## src/rtl/mux_pkg.sv

```systemverilog
// Shared definitions for the mux_rr channel multiplexer.
// Exports: MODE_DIRECT/MODE_RR mode codes and a clog2 helper.
package mux_pkg;

    localparam logic MODE_DIRECT = 1'b0;
    localparam logic MODE_RR     = 1'b1;

    function automatic int clog2(input int n);
        int r;
        r = 0;
        while ((1 << r) < n) r++;
        return r;
    endfunction

endpackage

```

## src/rtl/rr_arbiter.sv

```systemverilog
// Combinational rotate-priority encoder: first set req at or after ptr.
// Ports: req (requests), ptr (start index) -> gnt_idx (winner), gnt_vld.
module rr_arbiter
    import mux_pkg::*;
#(
    parameter  int N_CH  = 4,
    localparam int SEL_W = clog2(N_CH)
) (
    input  logic [N_CH-1:0]  req,
    input  logic [SEL_W-1:0] ptr,
    output logic [SEL_W-1:0] gnt_idx,
    output logic             gnt_vld
);

    int w_idx;

    // Walk offsets from farthest to nearest so the nearest hit wins.
    always_comb begin
        gnt_idx = '0;
        gnt_vld = 1'b0;
        w_idx   = 0;
        for (int i = N_CH - 1; i >= 0; i--) begin
            w_idx = int'(ptr) + i;
            if (w_idx >= N_CH) w_idx = w_idx - N_CH;
            if (req[w_idx[SEL_W-1:0]]) begin
                gnt_idx = w_idx[SEL_W-1:0];
                gnt_vld = 1'b1;
            end
        end
    end

endmodule

```

## src/rtl/mux_rr.sv

```systemverilog
// N-channel registered mux, direct-select or round-robin, with handshake.
// Ports: clk, reset (sync, active-low), mode, sel, data_in, valid_in,
//        ready_out, data_out, ch_out, valid_out, ready_in.
module mux_rr
    import mux_pkg::*;
#(
    parameter  int WIDTH = 8,
    parameter  int N_CH  = 4,
    localparam int SEL_W = clog2(N_CH)
) (
    input  logic                  clk,
    input  logic                  reset,
    input  logic                  mode,
    input  logic [SEL_W-1:0]      sel,
    input  logic [N_CH*WIDTH-1:0] data_in,
    input  logic [N_CH-1:0]       valid_in,
    output logic [N_CH-1:0]       ready_out,
    output logic [WIDTH-1:0]      data_out,
    output logic [SEL_W-1:0]      ch_out,
    output logic                  valid_out,
    input  logic                  ready_in
);

    logic [WIDTH-1:0] r_data;
    logic [SEL_W-1:0] r_ch;
    logic             r_valid;
    logic [SEL_W-1:0] r_ptr;

    logic [SEL_W-1:0] w_rr_gnt;
    logic             w_rr_vld;
    logic [SEL_W-1:0] w_gnt;
    logic             w_gnt_ok;
    logic             w_req;
    logic             w_can_load;
    logic             w_load;
    logic [WIDTH-1:0] w_data;
    logic [N_CH-1:0]  w_ready;

    rr_arbiter #(.N_CH(N_CH)) u_arb (
        .req     (valid_in),
        .ptr     (r_ptr),
        .gnt_idx (w_rr_gnt),
        .gnt_vld (w_rr_vld)
    );

    assign w_can_load = !r_valid || ready_in;

    // Direct mode grants sel even without a request, so ready_out
    // advertises room on that channel; a load still needs valid_in.
    always_comb begin
        w_gnt    = '0;
        w_gnt_ok = 1'b0;
        w_req    = 1'b0;
        if (mode == MODE_RR) begin
            w_gnt    = w_rr_gnt;
            w_gnt_ok = w_rr_vld;
            w_req    = w_rr_vld;
        end else if (int'(sel) < N_CH) begin
            w_gnt    = sel;
            w_gnt_ok = 1'b1;
            w_req    = valid_in[sel];
        end
    end

    assign w_load = reset && w_req && w_can_load;

    always_comb begin
        w_data = '0;
        for (int k = 0; k < N_CH; k++) begin
            if (w_gnt == SEL_W'(k)) w_data = data_in[k*WIDTH +: WIDTH];
        end
    end

    always_comb begin
        w_ready = '0;
        if (reset && w_gnt_ok && w_can_load) w_ready[w_gnt] = 1'b1;
    end

    always_ff @(posedge clk) begin
        if (!reset) begin
            r_data  <= '0;
            r_ch    <= '0;
            r_valid <= 1'b0;
            r_ptr   <= '0;
        end else begin
            if (w_load) begin
                r_data  <= w_data;
                r_ch    <= w_gnt;
                r_valid <= 1'b1;
            end else if (ready_in) begin
                r_valid <= 1'b0;
            end
            if (w_load && mode == MODE_RR) begin
                r_ptr <= (int'(w_gnt) == N_CH - 1) ? '0 : w_gnt + 1'b1;
            end
        end
    end

    assign ready_out = w_ready;
    assign data_out  = r_data;
    assign ch_out    = r_ch;
    assign valid_out = r_valid;

endmodule

```

## config.mk

```make
export PLATFORM = sky130hd
export DESIGN_NAME = mux_rr
export DESIGN_NICKNAME = d
export VERILOG_FILES = /design/src/rtl/mux_pkg.sv /design/src/rtl/rr_arbiter.sv /design/src/rtl/mux_rr.sv
export SDC_FILE = /design/constraint.sdc
export NUM_CORES = 1
export LEC_CHECK = 0
export CAP_MARGIN = 15
export CORE_MARGIN = 2
export CORE_UTILIZATION = 38
export DETAILED_ROUTE_END_ITERATION = 10
export PLACE_DENSITY = 0.88
export SLEW_MARGIN = 40
export SYNTH_ARGS = -nofsm -noshare
export SYNTH_HDL_FRONTEND = slang
export SYNTH_SLANG_ARGS = --single-unit
```

## constraint.sdc

```tcl
create_clock -name clk -period 2.7 [get_ports clk]
set_input_delay 0.27 -clock clk [delete_from_list [all_inputs] [get_ports clk]]
set_output_delay 0.27 -clock clk [all_outputs]
set_load 0.02 [all_outputs]
```

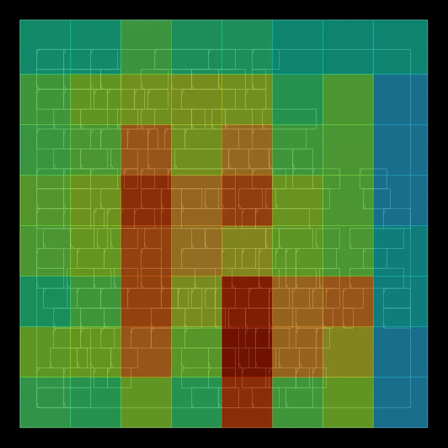
Figure 1: congestion heat map.
met1 Use GR: 24.9%
Top Usage Layer GRT: met2
met2 GRT Util: 34.7%
GR Util All Layers: 19.8%

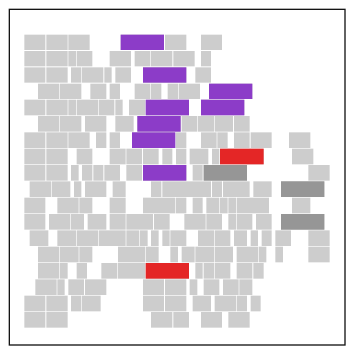
Figure 2: sequential cells grouped by signal name.
Drawn at 6 px/um. Other sequential cells in the stronger gray, the rest of the logic in the fainter gray.
Key: ch_out = red [flops 2]; data_out = purple [flops 8]
Another 3 sequential cells are not colored.
post-layout util: 66.9%
seq pwr: 0.000225 W

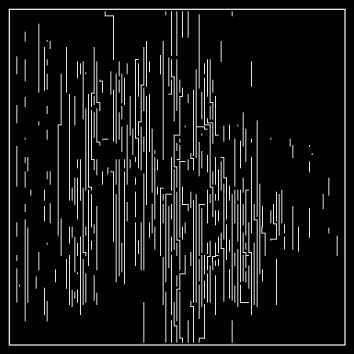
Figure 3: met2 routing.
Drawn at 6 px/um.
207 nets have wire on it. The layer carries 1620 um of wire. The layer holds 51% of the routed length. The wires run mostly vertical.
routed vias: 1268
Routed WL: 3170 um

==> results.toml <==
# flow metrics
[outcome]
outcome = "finished, final reports clean"

[clocking]
cts.sink_count = 13
insertion_delay_ns = 0.27
cts_resized = 4

[pwr]
pg_clk_w = 0.000119
power_leader = "combinational cells"

[die]
tap_cells = 30

[route]
wl_per_cell_um = 14.6

[cells_and_area]
layout_top_cell = "clkdlybuf4s50_1"
dominant_cells = "logic gates"
inverters = 13
seq_share_pct = 15.6
buffers = 68

[synthesis]
xor_area_share_pct = 0
simple_gate_share_pct = 14.4
synth_flops = 13

[global_route]
grtUsageMet3_pct = 3.02
grt_overflow_total = 0

[final_timing]
maxSlewViolCount = 0
fin_tns_setup_ns = 0

[critical_path]
cp-startpoint = "valid_in[1]"
cp_max_fo = 5

[placed_design]
dp_cells = 213
critical path, cell delays in order:
cell             delay (ns)
clkdlybuf4s50_1        0.55
or2b_1                 0.27
a21oi_2                0.18
o2111ai_2              0.18
and2_1                 0.19
ha_1                   0.21
and2_1                 0.14
dlygate4sd2_1          0.32
synthesized netlist by cell type, types with 2 or more instances:
library cell | instances | area (um^2)
a21oi_1 | 23 | 115
nand2_1 | 7 | 26.3
clkbuf_8 | 2 | 27.5
inv_1 | 13 | 48.8
clkbuf_1 | 7 | 26.3
a221o_1 | 7 | 70.1
dfxtp_1 | 13 | 260
a211oi_1 | 8 | 60.1
ha_1 | 4 | 50.1
a22oi_1 | 8 | 60.1
o21bai_1 | 2 | 15.0
and2_1 | 6 | 37.5
a311oi_1 | 2 | 17.5
No activity file was given, so power comes from the tool's default toggle rates.
